===== src/rtl/gb_bus_master.sv =====
// gb_bus_master: clocked Game Boy cartridge-bus initiator.
// Host-side request/response port issues single read/write bus cycles with
// SETUP / STROBE / HOLD phases of PHASE_CYCLES clocks each.
// Optional feature macro: GB_BURST_EN (adds HOST_LEN and multi-byte reads).
// Every GB_* output and every host-facing output is a flop.

module gb_bus_master #(
  parameter int unsigned PHASE_CYCLES = 4,
  parameter int unsigned CNT_W        = 8
) (
  input  logic        CLK,
  input  logic        RST,
  input  logic        HOST_VALID,
  output logic        HOST_READY,
  input  logic        HOST_WE,
  input  logic [15:0] HOST_ADDR,
  input  logic [7:0]  HOST_WDATA,
`ifdef GB_BURST_EN
  input  logic [7:0]  HOST_LEN,
`endif
  output logic        RESP_VALID,
  output logic [7:0]  RESP_RDATA,
  output logic [15:0] GB_A,
  output logic [7:0]  GB_D_OUT,
  output logic        GB_D_OE,
  input  logic [7:0]  GB_D_IN,
  output logic        GB_CS,
  output logic        GB_WR,
  output logic        GB_RD,
  output logic        GB_RST
);

  localparam int unsigned ADDR_W = 16;
  localparam int unsigned DATA_W = 8;

  localparam logic [CNT_W-1:0]  PHASE_LAST = CNT_W'(PHASE_CYCLES - 1);
  localparam logic [ADDR_W-1:0] RAM_LO     = 16'hA000;
  localparam logic [ADDR_W-1:0] RAM_HI     = 16'hFDFF;

  typedef enum logic [1:0] {
    S_IDLE   = 2'd0,
    S_SETUP  = 2'd1,
    S_STROBE = 2'd2,
    S_HOLD   = 2'd3
  } state_t;

  state_t              state;
  state_t              state_d;
  logic [CNT_W-1:0]    cnt;
  logic [CNT_W-1:0]    cnt_d;
  logic [ADDR_W-1:0]   addr;
  logic [ADDR_W-1:0]   addr_d;
  logic                we;
  logic                we_d;
  logic [DATA_W-1:0]   wdata;
  logic [DATA_W-1:0]   wdata_d;

  logic                phase_done;
  logic                accept;
  logic                more_bytes;
  logic                ram_sel;

  // Next values of the registered outputs
  logic                ready_d;
  logic                resp_valid_d;
  logic [DATA_W-1:0]   rdata_d;
  logic [ADDR_W-1:0]   a_d;
  logic [DATA_W-1:0]   dout_d;
  logic                oe_d;
  logic                cs_d;
  logic                wr_d;
  logic                rd_d;

`ifdef GB_BURST_EN
  // Bytes still to transfer after the current one
  logic [7:0]          rem;
  logic [7:0]          rem_d;

  assign more_bytes = (rem != 8'd0);
`else
  assign more_bytes = 1'b0;
`endif

  assign phase_done = (cnt == PHASE_LAST);
  assign accept     = (state == S_IDLE) && HOST_READY && HOST_VALID;
  assign ram_sel    = (addr_d >= RAM_LO) && (addr_d <= RAM_HI);

  // State register: FSM state, phase counter and latched request
  always_ff @(posedge CLK) begin
    if (!RST) begin
      state <= S_IDLE;
      cnt   <= '0;
      addr  <= '0;
      we    <= 1'b0;
      wdata <= '0;
`ifdef GB_BURST_EN
      rem   <= '0;
`endif
    end else begin
      state <= state_d;
      cnt   <= cnt_d;
      addr  <= addr_d;
      we    <= we_d;
      wdata <= wdata_d;
`ifdef GB_BURST_EN
      rem   <= rem_d;
`endif
    end
  end

  // Next-state logic: phase sequencing and request capture
  always_comb begin
    state_d = state;
    addr_d  = addr;
    we_d    = we;
    wdata_d = wdata;
`ifdef GB_BURST_EN
    rem_d   = rem;
`endif
    unique case (state)
      S_IDLE: begin
        if (accept) begin
          state_d = S_SETUP;
          addr_d  = HOST_ADDR;
          we_d    = HOST_WE;
          wdata_d = HOST_WDATA;
`ifdef GB_BURST_EN
          // Writes are always single; a length of 0 wraps to 255 more bytes
          rem_d   = HOST_WE ? 8'd0 : 8'(HOST_LEN - 8'd1);
`endif
        end
      end
      S_SETUP: begin
        if (phase_done) state_d = S_STROBE;
      end
      S_STROBE: begin
        if (phase_done) state_d = S_HOLD;
      end
      S_HOLD: begin
        if (phase_done) begin
          if (more_bytes) begin
            state_d = S_SETUP;
            addr_d  = addr + 16'd1;
`ifdef GB_BURST_EN
            rem_d   = rem - 8'd1;
`endif
          end else begin
            state_d = S_IDLE;
          end
        end
      end
      default: state_d = S_IDLE;
    endcase

    // Counter restarts on every phase change, including HOLD -> SETUP
    if ((state_d != state) || (state == S_IDLE)) begin
      cnt_d = '0;
    end else begin
      cnt_d = cnt + CNT_W'(1);
    end
  end

  // Output logic: values the output flops take on the coming edge
  always_comb begin
    ready_d      = (state_d == S_IDLE);
    a_d          = GB_A;
    dout_d       = GB_D_OUT;
    oe_d         = 1'b0;
    cs_d         = 1'b1;
    wr_d         = 1'b1;
    rd_d         = 1'b1;
    resp_valid_d = (state == S_HOLD) && phase_done;
    rdata_d      = RESP_RDATA;

    if (state_d != S_IDLE) begin
      a_d  = addr_d;
      cs_d = !ram_sel;
      oe_d = we_d;
      if (we_d) dout_d = wdata_d;
    end

    if (state_d == S_STROBE) begin
      wr_d = !we_d;
      rd_d = we_d;
    end

    // Read data is captured at the end of the last strobe clock
    if ((state == S_STROBE) && phase_done && !we) begin
      rdata_d = GB_D_IN;
    end
  end

  // Output registers: glitch-free strobes and host signals
  always_ff @(posedge CLK) begin
    if (!RST) begin
      HOST_READY <= 1'b0;
      RESP_VALID <= 1'b0;
      RESP_RDATA <= '0;
      GB_A       <= '0;
      GB_D_OUT   <= '0;
      GB_D_OE    <= 1'b0;
      GB_CS      <= 1'b1;
      GB_WR      <= 1'b1;
      GB_RD      <= 1'b1;
      GB_RST     <= 1'b0;
    end else begin
      HOST_READY <= ready_d;
      RESP_VALID <= resp_valid_d;
      RESP_RDATA <= rdata_d;
      GB_A       <= a_d;
      GB_D_OUT   <= dout_d;
      GB_D_OE    <= oe_d;
      GB_CS      <= cs_d;
      GB_WR      <= wr_d;
      GB_RD      <= rd_d;
      GB_RST     <= 1'b1;
    end
  end

endmodule

===== config.mk =====
export PLATFORM = sky130hd
export DESIGN_NAME = gb_bus_master
export DESIGN_NICKNAME = d
export VERILOG_FILES = /design/src/rtl/gb_bus_master.sv
export SDC_FILE = /design/constraint.sdc
export NUM_CORES = 1
export LEC_CHECK = 0
export ABC_AREA = 1
export CAP_MARGIN = 10
export CORE_MARGIN = 5
export CORE_UTILIZATION = 45
export CTS_CLUSTER_DIAMETER = 40
export DETAILED_ROUTE_END_ITERATION = 8
export GPL_TIMING_DRIVEN = 0
export PLACE_DENSITY = 0.73
export SLEW_MARGIN = 40
export SYNTH_ARGS = -nofsm -noshare
export SYNTH_HDL_FRONTEND = slang
export SYNTH_SLANG_ARGS = --single-unit

===== constraint.sdc =====
create_clock -name CLK -period 2 [get_ports CLK]
set_input_delay 0.5 -clock CLK [delete_from_list [all_inputs] [get_ports CLK]]
set_output_delay 0.5 -clock CLK [all_outputs]
set_load 0.02 [all_outputs]

**Run 1: PDN straps and rails**

Scale bar: 20 um. Pins as bars on the die edge. Tap cells in grey.
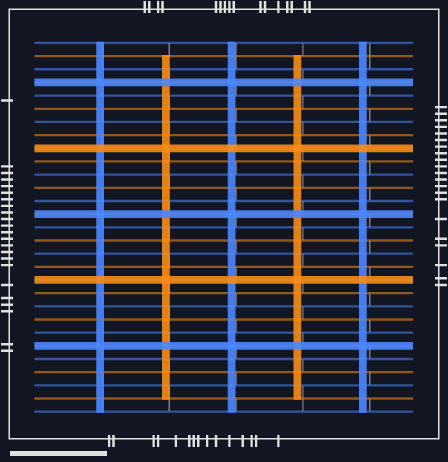
| colour | net |
|---|---|
| blue | VSS |
| orange | VDD |
rows: 28
met1 rails: 29
met4 straps: 5
signal pins: 75
tap cells: 75

**Run 1: placement by cell class**

Scale bar: 20 um.
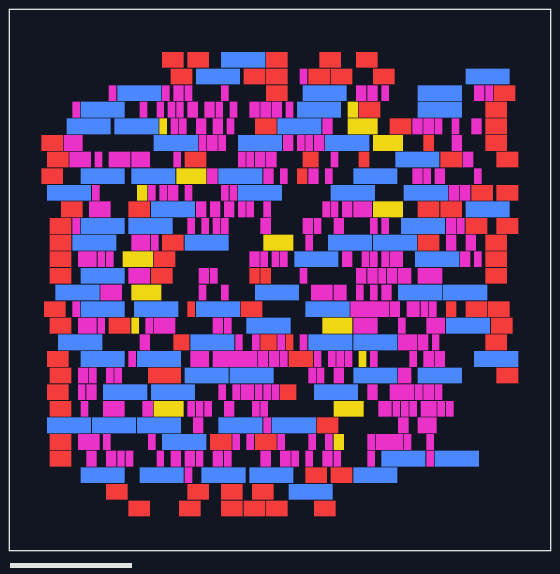
| colour | class | cells | share of their area |
|---|---|---|---|
| red | other buffers and delay cells | 88 | 23% |
| blue | flip-flops | 74 | 40% |
| magenta | all other logic | 243 | 32% |
| yellow | clock drivers and dummy loads | 16 | 4.5% |

**Run 1: clock network drawn from the DEF**

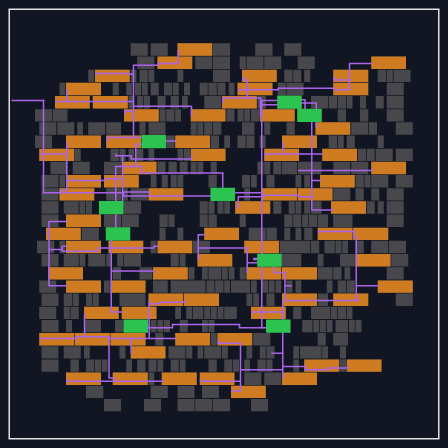
[green] cells driving clock nets | count: 9
[orange] flip-flops | count: 74
[purple] clock wires | length: 831 um
routed clock nets: 10

**Run 1: wiring by layer**

Scale bar: 20 um. Only two layers are drawn.
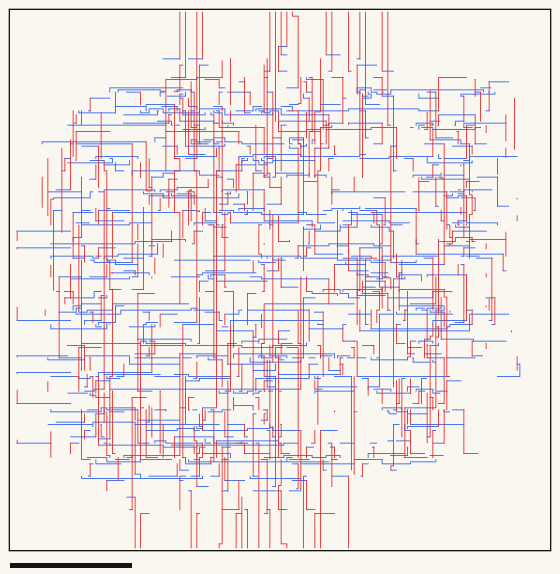
| colour | layer | wire length |
|---|---|---|
| blue | met1 | 2680 um |
| red | met2 | 2720 um |

==> results.txt, run 1 <==
fresh numbers from the pnr run: status=finished, final reports clean, GR Util met2=26.4%, Int Pwr=0.00229 W, yosys simple share=a little over a fifth, Synth Warn #=0, cts bufs inserted=9, Hold Path Class=reg2reg, Comb gate area=1050 um2, reg-to-reg critical path startpoint=cnt[0]$_SDFF_PP0_, max-cap violations=0, final setup margin=~150 ps, relative slew slack=68.4%, Synth area leaders=dfxtp_1 (54%), nand2_1 (7.2%), nor2_1 (6.2%), initial antenna violation count=0, Max FO, Critical Path=2, Worst Tran Pin Value=474 ps, die width=88.4 um, postcts setup bufs=0, worst path arrival time=roughly 1400 ps, Crit Reg-Reg Endpoint=GB_A[11]$_SDFFE_PN0N_, met3 WL=541 um, first-pass GRT wire length=a little over 10000 um, Syn Area/Cell=8.36 um2, Largest regs=GB_A: 16 flops, addr: 16 flops, FFs w/ async S/R, synth=0%, worst hold slack=about 440 ps, DR WL/cell=12.1 um, DRT met1 WL=roughly 2700 um, drt first-iter violations=89, # diodes=0, port bufs=74, flop count=74, largest class=registers, Final Hold Fails=0, sequential power share=slightly above 50%, share of layout cells above drive strength 1=between 10% and 20%, Hold Crit Endpoint=RESP_RDATA[1]$_SDFFE_PN0P_, Top-area cell share=53.6%, fin crit share=92.5%, Pwr Total=about 0.0031 W, P&R area growth vs syn=36.1%, Worst Reg-to-Reg Cells=9, global-route track usage on met1=20.8%, area of the die=7820 um2, P_comb=0.000560 W, Nets at Floorplan=368, CP delay by family, top=buffers and inverters, Non-clock buffer share=~22%, CP cell instances=clkdlybuf4s50_1, R2R Setup Slk=around 300 ps, hpwl dp=about 4500 um, top routing layer used=met4, fraction of area in registers=39.3%, MUX share of area=under 10%, die height=~88 um, CTS Sinks=74, fin area=3770 um2, largest stage delay on the critical path=630 ps, fill count=553, clk slew on worst S/H paths=70 ps, GR Overflow Total=0, flip-flop and latch count after synthesis=between 70 and 80, Max VDD drop=around 0.51 mV, post-CTS resize count=0, Leak Pwr=around 1.6 nW, FP Core Util=46.4%, final core utilization=between 60% and 70%, Net Sw Frac=a little over a quarter, final net count=453, router iterations before antenna repair=4, core area=5960 um2, Total GRT Usage=16.8%, clk root buf=clkbuf_8, Non-clock buffers=a little under 90, Placer Congestion=0.819
--- run 2 (diff from run 1) ---
TNS_END_PERCENT = 100   (was default)
**Run 2: wiring by layer**

Scale bar: 20 um. Only two layers are drawn.
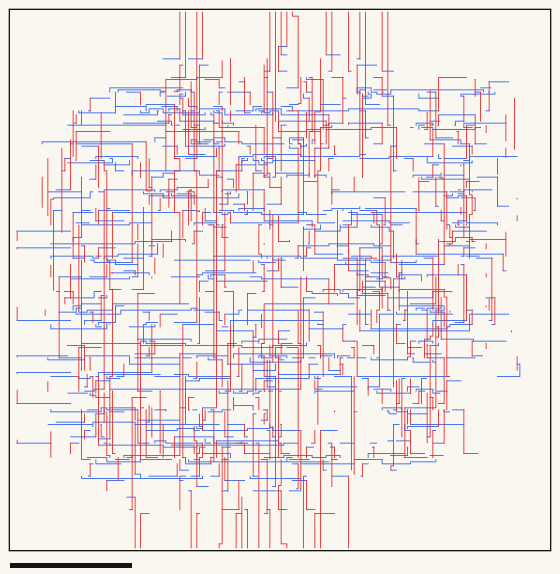
| colour | layer | wire length |
|---|---|---|
| blue | met1 | 2680 um |
| red | met2 | 2720 um |

==> run 2 against run 1 <==
Net effect: sequential power is essentially flat; hold slack is the same; routed wire length is the same; count of clock-buffer cells in the layout is the same; core utilization is the same; critical path depth is the same; clock power is essentially flat; design area is the same; largest power group unchanged.
==> results.txt, run 2 <==
fresh numbers from the pnr run: status=finished, final reports clean, FFs w/ async S/R, synth=0%, final net count=453, area of the die=between 7000 and 8000 um2, drt first-iter violations=89, core area=5960 um2, worst path arrival time=1350 ps, MUX share of area=under 10%, DRT met1 WL=2680 um, clk slew on worst S/H paths=around 70 ps, flop count=74, Crit Reg-Reg Endpoint=GB_A[11]$_SDFFE_PN0N_, Top-area cell share=53.6%, max-cap violations=0, CP cell instances=clkdlybuf4s50_1, global-route track usage on met1=20.8%, postcts setup bufs=0, Max FO, Critical Path=2, flip-flop and latch count after synthesis=approximately 74, Hold Crit Endpoint=RESP_RDATA[1]$_SDFFE_PN0P_, relative slew slack=68.4%, port bufs=74, worst hold slack=445 ps, Synth area leaders=dfxtp_1 (54%), nand2_1 (7.2%), nor2_1 (6.2%), cts bufs inserted=9, Leak Pwr=1.57 nW, post-CTS resize count=0, CP delay by family, top=buffers and inverters, Total GRT Usage=16.8%, CTS Sinks=74, Comb gate area=1050 um2, Hold Path Class=reg2reg, final setup margin=150 ps, Worst Tran Pin Value=around 470 ps, R2R Setup Slk=300 ps, fill count=553, reg-to-reg critical path startpoint=cnt[0]$_SDFF_PP0_, fraction of area in registers=39.3%, Non-clock buffer share=22.2%, Placer Congestion=0.819, met3 WL=541 um, GR Util met2=a little over a quarter, Non-clock buffers=88, largest stage delay on the critical path=approximately 630 ps, fin area=around 3800 um2, Largest regs=GB_A: 16 flops, addr: 16 flops, initial antenna violation count=0, GR Overflow Total=0
**Run 2: PDN straps and rails**

Scale bar: 20 um. Pins as bars on the die edge. Tap cells in grey.
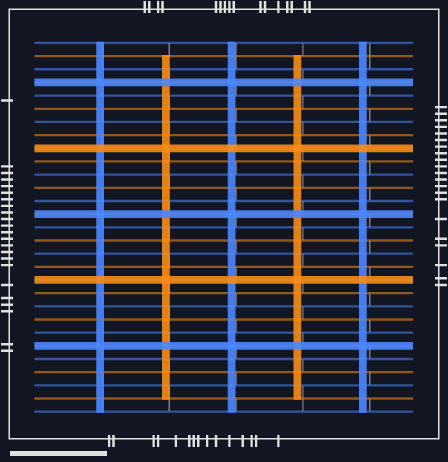
| colour | net |
|---|---|
| orange | VDD |
| blue | VSS |
rows: 28
met4 straps: 5
tap cells: 75
Max VDD drop: 0.514 mV
die height: 88.4 um

Power and IR drop assume default switching activity.
